**src/rtl/mem_bus_if.sv**
```systemverilog
// Data-bus handshake between the memory stage (master) and the memory system (slave).
// req/we/addr/sel/wdata stay stable from the request cycle until the single-cycle ack.
interface mem_bus_if;
    logic        req;
    logic        we;
    logic [31:0] addr;
    logic [3:0]  sel;
    logic [31:0] wdata;
    logic [31:0] rdata;
    logic        ack;

    modport master (output req, we, addr, sel, wdata, input rdata, ack);
    modport slave  (input req, we, addr, sel, wdata, output rdata, ack);
endinterface

```
**src/rtl/mem_bus_stage.sv**
```systemverilog
// Memory-access stage: runs loads/stores/LL/SC over a req/ack data bus and forwards results to mem_wb.
// Optional bus timeout enabled by defining MEM_BUS_TIMEOUT_EN.
module mem_bus_stage #(
    parameter int TIMEOUT_CYCLES = 255
) (
    input  logic        clk,
    input  logic        rst,
    input  logic [5:0]  stall,
    input  logic [4:0]  mem_wd_i,
    input  logic        mem_wreg_i,
    input  logic [31:0] mem_wdata_i,
    input  logic [31:0] mem_hi_i,
    input  logic [31:0] mem_lo_i,
    input  logic        mem_whilo_i,
    input  logic [7:0]  mem_aluop_i,
    input  logic [31:0] mem_addr_i,
    input  logic [31:0] mem_reg2_i,
    input  logic        LLbit_i,
    input  logic        wb_LLbit_we_i,
    input  logic        wb_LLbit_value_i,
    mem_bus_if.master   bus,
    output logic        stall_req_o,
    output logic [4:0]  mem_wd_o,
    output logic        mem_wreg_o,
    output logic [31:0] mem_wdata_o,
    output logic [31:0] mem_hi_o,
    output logic [31:0] mem_lo_o,
    output logic        mem_whilo_o,
    output logic        mem_LLbit_we_o,
    output logic        mem_LLbit_value_o,
    output logic        bus_err_o
);

    localparam logic [7:0] OP_LB  = 8'b11100000;
    localparam logic [7:0] OP_LH  = 8'b11100001;
    localparam logic [7:0] OP_LW  = 8'b11100011;
    localparam logic [7:0] OP_LBU = 8'b11100100;
    localparam logic [7:0] OP_LHU = 8'b11100101;
    localparam logic [7:0] OP_SB  = 8'b11101000;
    localparam logic [7:0] OP_SH  = 8'b11101001;
    localparam logic [7:0] OP_SW  = 8'b11101011;
    localparam logic [7:0] OP_LL  = 8'b11110000;
    localparam logic [7:0] OP_SC  = 8'b11111000;
    localparam logic [4:0] NOP_REG_ADDR = 5'b00000;
    localparam logic       STOP = 1'b1;

    typedef enum logic [1:0] {IDLE, BUSY, DONE} state_t;

    state_t      state, state_n;
    logic        eff_llbit;
    logic        is_byte, is_half, is_load, is_store, is_mem, is_ll, is_sc;
    logic [31:0] req_addr, req_wdata;
    logic [3:0]  req_sel;
    logic [31:0] addr_q, wdata_q, rdata_q;
    logic [3:0]  sel_q;
    logic        we_q;
    logic        req_c, stall_c;
    logic        timeout_hit, to_err;
    logic        unused_stall_bits;

    assign unused_stall_bits = ^{stall[5], stall[3:0]};

    function automatic logic [31:0] load_extend(input logic [7:0] op, input logic [1:0] a,
                                                input logic [31:0] word);
        logic [7:0]  b;
        logic [15:0] h;
        case (a)
            2'b00:   b = word[31:24];
            2'b01:   b = word[23:16];
            2'b10:   b = word[15:8];
            default: b = word[7:0];
        endcase
        h = a[1] ? word[15:0] : word[31:16];
        case (op)
            OP_LB:   return {{24{b[7]}}, b};
            OP_LBU:  return {24'b0, b};
            OP_LH:   return {{16{h[15]}}, h};
            OP_LHU:  return {16'b0, h};
            default: return word;
        endcase
    endfunction

    assign eff_llbit = wb_LLbit_we_i ? wb_LLbit_value_i : LLbit_i;
    assign is_ll     = (mem_aluop_i == OP_LL);
    assign is_sc     = (mem_aluop_i == OP_SC);
    assign is_mem    = is_load | is_store;

    always_comb begin
        is_byte  = 1'b0;
        is_half  = 1'b0;
        is_load  = 1'b0;
        is_store = 1'b0;
        case (mem_aluop_i)
            OP_LB, OP_LBU: begin is_byte = 1'b1; is_load = 1'b1; end
            OP_LH, OP_LHU: begin is_half = 1'b1; is_load = 1'b1; end
            OP_LW, OP_LL:  is_load = 1'b1;
            OP_SB:         begin is_byte = 1'b1; is_store = 1'b1; end
            OP_SH:         begin is_half = 1'b1; is_store = 1'b1; end
            OP_SW:         is_store = 1'b1;
            OP_SC:         is_store = eff_llbit;
            default:       ;
        endcase
    end

    always_comb begin
        req_addr = {mem_addr_i[31:2], 2'b00};
        if (is_byte) begin
            req_sel   = 4'b1000 >> mem_addr_i[1:0];
            req_wdata = {4{mem_reg2_i[7:0]}};
        end else if (is_half) begin
            req_sel   = mem_addr_i[1] ? 4'b0011 : 4'b1100;
            req_wdata = {2{mem_reg2_i[15:0]}};
        end else begin
            req_sel   = 4'b1111;
            req_wdata = mem_reg2_i;
        end
    end

    // Request fields are latched when the access launches so they cannot move while waiting for ack.
    always_ff @(posedge clk) begin
        if (state == IDLE && is_mem) begin
            addr_q  <= req_addr;
            sel_q   <= req_sel;
            wdata_q <= req_wdata;
            we_q    <= is_store;
        end
    end

    always_ff @(posedge clk or negedge rst) begin
        if (!rst) state <= IDLE;
        else      state <= state_n;
    end

    always_comb begin
        state_n = state;
        req_c   = 1'b0;
        stall_c = 1'b0;
        case (state)
            IDLE: begin
                if (is_mem) begin
                    req_c   = 1'b1;
                    stall_c = 1'b1;
                    state_n = BUSY;
                end
            end
            BUSY: begin
                req_c   = 1'b1;
                stall_c = 1'b1;
                if (bus.ack || timeout_hit) state_n = DONE;
            end
            DONE: begin
                if (stall[4] != STOP) state_n = IDLE;
            end
            default: state_n = IDLE;
        endcase
    end

    always_ff @(posedge clk or negedge rst) begin
        if (!rst) begin
            rdata_q <= 32'b0;
        end else if (state == BUSY) begin
            if (bus.ack)         rdata_q <= bus.rdata;
            else if (timeout_hit) rdata_q <= 32'b0;
        end
    end

`ifdef MEM_BUS_TIMEOUT_EN
    localparam int CNT_W = ($clog2(TIMEOUT_CYCLES + 1) > 8) ? $clog2(TIMEOUT_CYCLES + 1) : 8;

    logic [CNT_W-1:0] wait_cnt;
    logic             to_err_q;
    logic             bus_err_q;

    assign timeout_hit = (state == BUSY) && !bus.ack && (wait_cnt == CNT_W'(TIMEOUT_CYCLES - 1));
    assign to_err      = to_err_q && (state == DONE);
    assign bus_err_o   = bus_err_q;

    // to_err_q marks the instruction that timed out so its register/LLbit writes are suppressed.
    always_ff @(posedge clk or negedge rst) begin
        if (!rst) begin
            wait_cnt  <= '0;
            to_err_q  <= 1'b0;
            bus_err_q <= 1'b0;
        end else begin
            wait_cnt  <= (state == BUSY) ? wait_cnt + 1'b1 : '0;
            bus_err_q <= timeout_hit;
            if (timeout_hit)        to_err_q <= 1'b1;
            else if (state == IDLE) to_err_q <= 1'b0;
        end
    end
`else
    localparam int UNUSED_TIMEOUT = TIMEOUT_CYCLES;

    assign timeout_hit = 1'b0;
    assign to_err      = 1'b0;
    assign bus_err_o   = 1'b0;
`endif

    assign bus.req     = rst & req_c;
    assign bus.we      = rst & req_c & ((state == BUSY) ? we_q : is_store);
    assign bus.addr    = (state == BUSY) ? addr_q  : req_addr;
    assign bus.sel     = (state == BUSY) ? sel_q   : req_sel;
    assign bus.wdata   = (state == BUSY) ? wdata_q : req_wdata;
    assign stall_req_o = rst & stall_c;

    always_comb begin
        mem_wd_o          = mem_wd_i;
        mem_wreg_o        = mem_wreg_i;
        mem_wdata_o       = mem_wdata_i;
        mem_hi_o          = mem_hi_i;
        mem_lo_o          = mem_lo_i;
        mem_whilo_o       = mem_whilo_i;
        mem_LLbit_we_o    = 1'b0;
        mem_LLbit_value_o = 1'b0;
        if (is_load) mem_wdata_o = load_extend(mem_aluop_i, mem_addr_i[1:0], rdata_q);
        if (is_ll) begin
            mem_LLbit_we_o    = 1'b1;
            mem_LLbit_value_o = 1'b1;
        end
        if (is_sc) begin
            mem_wdata_o    = {31'b0, eff_llbit};
            mem_LLbit_we_o = eff_llbit;
        end
        if (to_err) begin
            mem_wreg_o     = 1'b0;
            mem_LLbit_we_o = 1'b0;
        end
        if (!rst) begin
            mem_wd_o          = NOP_REG_ADDR;
            mem_wreg_o        = 1'b0;
            mem_wdata_o       = 32'b0;
            mem_hi_o          = 32'b0;
            mem_lo_o          = 32'b0;
            mem_whilo_o       = 1'b0;
            mem_LLbit_we_o    = 1'b0;
            mem_LLbit_value_o = 1'b0;
        end
    end

endmodule

```
**src/flat_wrapper.sv**
```systemverilog
// flat-port wrapper written by rule: the top's interface ports become plain ports
module mem_bus_stage_flat 
#(
    parameter int TIMEOUT_CYCLES = 255
)
  (clk, rst, stall, mem_wd_i, mem_wreg_i, mem_wdata_i, mem_hi_i, mem_lo_i, mem_whilo_i, mem_aluop_i, mem_addr_i, mem_reg2_i, LLbit_i, wb_LLbit_we_i, wb_LLbit_value_i, stall_req_o, mem_wd_o, mem_wreg_o, mem_wdata_o, mem_hi_o, mem_lo_o, mem_whilo_o, mem_LLbit_we_o, mem_LLbit_value_o, bus_err_o, bus_req, bus_we, bus_addr, bus_sel, bus_wdata, bus_rdata, bus_ack);
  mem_bus_if bus_i ();
  input  logic clk;
  input  logic rst;
  input  logic [5:0] stall;
  input  logic [4:0] mem_wd_i;
  input  logic mem_wreg_i;
  input  logic [31:0] mem_wdata_i;
  input  logic [31:0] mem_hi_i;
  input  logic [31:0] mem_lo_i;
  input  logic mem_whilo_i;
  input  logic [7:0] mem_aluop_i;
  input  logic [31:0] mem_addr_i;
  input  logic [31:0] mem_reg2_i;
  input  logic LLbit_i;
  input  logic wb_LLbit_we_i;
  input  logic wb_LLbit_value_i;
  output logic stall_req_o;
  output logic [4:0] mem_wd_o;
  output logic mem_wreg_o;
  output logic [31:0] mem_wdata_o;
  output logic [31:0] mem_hi_o;
  output logic [31:0] mem_lo_o;
  output logic mem_whilo_o;
  output logic mem_LLbit_we_o;
  output logic mem_LLbit_value_o;
  output logic bus_err_o;
  output wire logic [$bits(bus_i.req)-1:0] bus_req;
  output wire logic [$bits(bus_i.we)-1:0] bus_we;
  output wire logic [$bits(bus_i.addr)-1:0] bus_addr;
  output wire logic [$bits(bus_i.sel)-1:0] bus_sel;
  output wire logic [$bits(bus_i.wdata)-1:0] bus_wdata;
  input wire logic [$bits(bus_i.rdata)-1:0] bus_rdata;
  input wire logic [$bits(bus_i.ack)-1:0] bus_ack;
  assign bus_req = bus_i.req;
  assign bus_we = bus_i.we;
  assign bus_addr = bus_i.addr;
  assign bus_sel = bus_i.sel;
  assign bus_wdata = bus_i.wdata;
  assign bus_i.rdata = bus_rdata;
  assign bus_i.ack = bus_ack;
  mem_bus_stage #(.TIMEOUT_CYCLES(TIMEOUT_CYCLES)) u_core (.clk(clk), .rst(rst), .stall(stall), .mem_wd_i(mem_wd_i), .mem_wreg_i(mem_wreg_i), .mem_wdata_i(mem_wdata_i), .mem_hi_i(mem_hi_i), .mem_lo_i(mem_lo_i), .mem_whilo_i(mem_whilo_i), .mem_aluop_i(mem_aluop_i), .mem_addr_i(mem_addr_i), .mem_reg2_i(mem_reg2_i), .LLbit_i(LLbit_i), .wb_LLbit_we_i(wb_LLbit_we_i), .wb_LLbit_value_i(wb_LLbit_value_i), .bus(bus_i), .stall_req_o(stall_req_o), .mem_wd_o(mem_wd_o), .mem_wreg_o(mem_wreg_o), .mem_wdata_o(mem_wdata_o), .mem_hi_o(mem_hi_o), .mem_lo_o(mem_lo_o), .mem_whilo_o(mem_whilo_o), .mem_LLbit_we_o(mem_LLbit_we_o), .mem_LLbit_value_o(mem_LLbit_value_o), .bus_err_o(bus_err_o));
endmodule
```
**config.mk**
```make
export PLATFORM = sky130hd
export DESIGN_NAME = mem_bus_stage_flat
export DESIGN_NICKNAME = d
export VERILOG_FILES = /design/src/rtl/mem_bus_if.sv /design/src/rtl/mem_bus_stage.sv /design/src/flat_wrapper.sv
export SDC_FILE = /design/constraint.sdc
export NUM_CORES = 1
export LEC_CHECK = 0
export CAP_MARGIN = 10
export CORE_AREA = 2 2 153 155
export CTS_CLUSTER_SIZE = 28
export DETAILED_ROUTE_END_ITERATION = 7
export DIE_AREA = 0 0 155 157
export SETUP_SLACK_MARGIN = 0.4
export SLEW_MARGIN = 40
export SYNTH_ARGS = -nofsm -noshare
export SYNTH_HDL_FRONTEND = slang
export SYNTH_SLANG_ARGS = --single-unit
export TNS_END_PERCENT = 1
```
**constraint.sdc**
```tcl
create_clock -name clk -period 4 [get_ports clk]
set_input_delay 0.8 -clock clk [delete_from_list [all_inputs] [get_ports clk]]
set_output_delay 0.8 -clock clk [all_outputs]
set_load 0.03 [all_outputs]
```
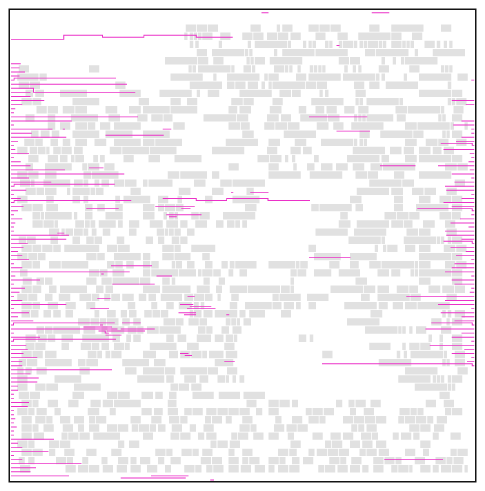
**Above:** signal wires on met3.
Scale: 3 px per um.
nets with wire on the layer: 197
share of all routed wire: 6.9%

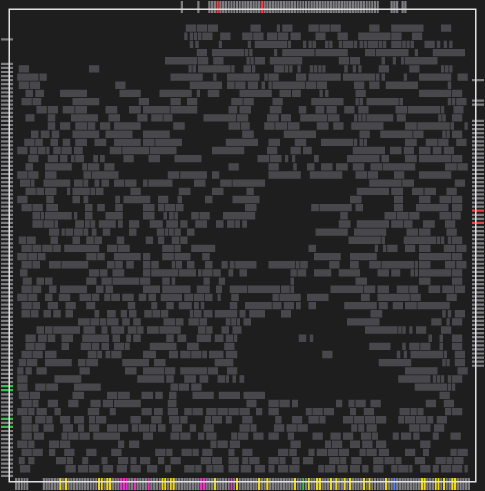
**Above:** pin placement.
Scale: 3 px per um. Pins as bars across the die edge, other pins in gray.
[blue] bus_we | pins: 1 | direction: output | edge: bottom
[red] bus_sel | pins: 4 | direction: output | edge: 2 right, 2 top
[green] mem_wd_i | pins: 5 | direction: input | edge: 4 left, 1 bottom
[yellow] mem_lo_o | pins: 32 | direction: output | edge: bottom
[magenta] mem_aluop_i | pins: 8 | direction: input | edge: bottom
all pins by edge: 160 bottom, 103 left, 69 top, 64 right
Die X: 155 um
Die Height: 157 um
input/output buffers: 387

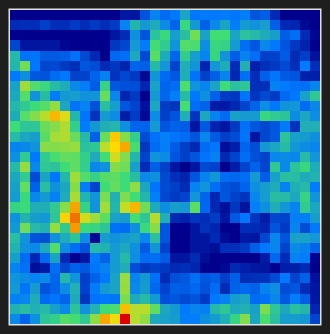
**Above:** wiring heat map.
Scale: 2 px per um. The die is cut into 31 by 31 equal tiles; dark blue is low, red is high, scaled to the fullest tile. Values are wire area over tile area, all layers added.
mean over tiles: 0.17
densest ninth of the die: left middle
fullest tile: 0.62

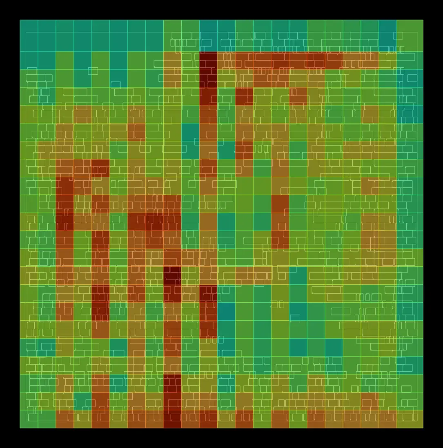
**Above:** routing congestion map.
grt met1 use: 0.259
Core Util, Final: 0.509
Avg WL per Cell: 19.7 um
gr usage total: 0.209

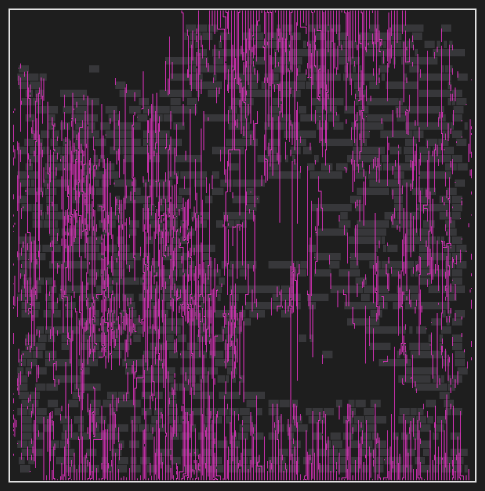
**Above:** the metal 2 layer.
Scale: 3 px per um.
nets with wire on the layer: 1035
longest straight run: 62.9 um
wire length on this layer: 12900 um

==> out/metrics.yaml <==
route:
  dr_total_vias: 6417
  drtAntennaViolNets: 0
  viasPerCell: 4.82
  totalWireLength_um: 26200
  drt_iter0_drc: 343
  drc: 0
  firstDrtPassIters: 4
timing:
  worst_slew_pin_slew_ns: 0.582
  clock_skew_ns: 0.0104
  setup_viol: 0
  maxSlewViolCount: 0
  fin_setup_tns_ns: 0
  hold_viol: 0
  slew_headroom: 0.611
  finalCritPeriodShare: 0.908
  fin_ws_ns: 0.370
  timing.hold.ws_ns: 0.300
  fmax_mhz: 275
  min_period_ns: 3.63
  rsz0062_at_grt: "yes"
pwr:
  switching_power_mw: 1.86
  ir_worst_vdd_v: 0.000236
  swShare: 0.396
  total_power_mw: 4.70
  p_per_area_nw_per_um2: 410
  pwr-share-comb: 0.475
  clockPowerShare: 0.196
  p_seq_frac: 0.329
  p_leak_nw: 4.52
  intPower_mw: 2.84
grt:
  grt.overflow.total: 0
  antenna_found_initial: 0
  grt_pass1_vias: 6683
  grt_pass1_wl_um: 39300
  grt_max_degree: 76
clocking:
  post_cts_resized: 45
  cts_sinks: 101
  cts_tree: "yes"
  cts-buffers-inserted: 9
  clk_pin_slew_ns: 0.08
  holdBufCountCts: 0
  cts-htree-levels: 3
  clkLatencyLatePin_ns: 0.36
  clock_path_buffers: 2
  cts_root_buf: "clkbuf_16"
  post_cts_buffers: 2
synthesis:
  ys_async_sr_fraction: 0.337
  ys_types: 59
  synth_top_area_share: 0.308
  yosys_warnings: 0
  synthesis.instances: 635
  ys_seq_share: 0.439
  topCellsByArea: "edfxtp_1, mux2_2, dfrtp_1"
  ys_chip_area_sq_um: 6520
  yosys_cells: 635
  edf_count: 67
  ff_type: "edfxtp_1"
  synth_area_sq_um: 6520
  yosys.area.top_type: "edfxtp_1"
  avgSynthCellArea_sq_um: 10.3
  numSynthFlops: 101
floorplan:
  pin_count: 396
  core-area_sq_um: 22500
  rows: 55
  die_area_sq_um: 24300
  fp-utilization: 0.290
final_layout:
  layout.cells.non_filler: 1331
  postLayoutCellArea_sq_um: 11500
  nNetsFinal: 1260
  layout-drive-gt1-share: 0.243
  diodes: 0
  area_delta_synth_final_pct: 75.6
worst_setup_path:
  reg2reg_depth: 5
  end_kind: "output pin"
  r2r_end: "u_core.rdata_q[30]"
  arrival_ns: 2.83
  worstSetupPathType: "input port to output pin"
  worstSetupStartpoint: "mem_aluop_i[3]"
  cp_data_required_time_ns: 3.20
  endpoint: "mem_wdata_o[0]"
  cp-start-kind: "input port"
  r2r_start: "u_core.state[0]"
  critPathMaxFanout: 6
  ff2ff_setup_slack_ns: 2.09
place:
  place_area_sq_um: 10900
  gp_congestion: 0.844
  dp.cells: 1308
  dpl.hpwl_um: 19900
  dp_slack_ns: 0.0219
min_path:
  hold_class: "input port to async pin"
flow_run:
  cap_violations: 0
  log.warning_count: 33
status:
  status: "finished clean"
-- worst max-delay path: stages --
cell	delay, ns
clkdlybuf4s50_1	0.47
buf_4	0.18
and4b_4	0.42
nand2_1	0.20
a211o_1	0.34
o211a_1	0.27
buf_12	0.15
-- state kept, by name, summed over array words and instances (netlist names) --
name / flops
u_core.addr_q: 30
u_core.wdata_q: 32
u_core.rdata_q: 32
u_core.state: 2
u_core.we_q: 1
u_core.sel_q: 4
-- layer usage --
metal,vias to the layer above,track usage,wire length [um]
met2,244,0.363,12900
met3,26,0.0567,1810
met4,0,0.0476,414
met1,3037,0.259,11100
li1,3110,-,-
met5,-,0,0
-- logic make-up after synthesis --
| family | after synthesis | synth area share |
|---|---|---|
| AND-OR/OR-AND | 117 | 0.141 |
| buffers and inverters | 61 | 0.0403 |
| flip-flops | 101 | 0.439 |
| multiplexers | 111 | 0.192 |
| other | 1 | 0.000575 |
| AND/OR/NAND/NOR | 244 | 0.188 |
-- layout make-up --
| cell class | count | area (sq um) |
|---|---|---|
| well taps | 285 | 357 |
| flip-flops and latches | 101 | 2860 |
| clock buffers | 9 | 225 |
| repair buffers | 442 | 4340 |
| clock inverters | 7 | 81.3 |
| fillers | 2093 | 11100 |
| multi-input cells | 475 | 3530 |
| inverters | 12 | 48.8 |
-- cells in the mapped netlist, types with 2 or more instances --
| cell type | instances |
|---|---|
| nand3_1 | 6 |
| a21o_1 | 3 |
| nand4_1 | 2 |
| o21ai_0 | 5 |
| o32ai_1 | 8 |
| a22o_1 | 17 |
| a211oi_1 | 12 |
| dfrtp_1 | 34 |
| nor2_1 | 9 |
| and3_1 | 3 |
| buf_1 | 10 |
| o21a_1 | 24 |
| o211ai_1 | 4 |
| a32o_1 | 2 |
| o221a_2 | 2 |
| o211a_1 | 2 |
| nor2b_1 | 3 |
| edfxtp_1 | 67 |
| o22ai_1 | 5 |
| mux2_2 | 102 |
| nor3b_1 | 5 |
| nand2_1 | 122 |
| mux2i_1 | 8 |
| a311oi_1 | 6 |
| clkbuf_1 | 27 |
| buf_2 | 6 |
| and2_1 | 73 |
| a21oi_1 | 14 |
| inv_1 | 12 |
| or3_1 | 2 |
| nor3_1 | 7 |
| o31a_1 | 2 |
| buf_4 | 5 |
-- power groups by stage --
stage          sequential [mW]  combinational [mW]  clock (mW)
2_1_floorplan             1.44                1.35           0
3_3_place_gp              1.56                2.23           0
3_5_place_dp              1.56                2.24           0
4_1_cts                   1.54                2.23       0.953
5_1_grt                   1.56                2.39       0.982
6_report                  1.54                2.23       0.922
-- layout by cell type, fill, tap and decap left out, drive strengths merged, types with 8 or more instances in the layout --
cell | netlist | layout
nor2 | 9 | 9
a22o | 17 | 17
o32ai | 8 | 8
edfxtp | 67 | 67
mux2i | 8 | 8
a211oi | 13 | 13
dfrtp | 34 | 34
mux2 | 102 | 102
inv | 12 | 16
buf | 22 | 100
clkbuf | 27 | 10
dlygate4sd2 | 0 | 16
and2 | 73 | 73
nand2 | 122 | 122
nor3 | 9 | 9
clkdlybuf4s50 | 0 | 316
a21oi | 15 | 15
o21a | 24 | 24
Power and IR drop assume default switching activity.
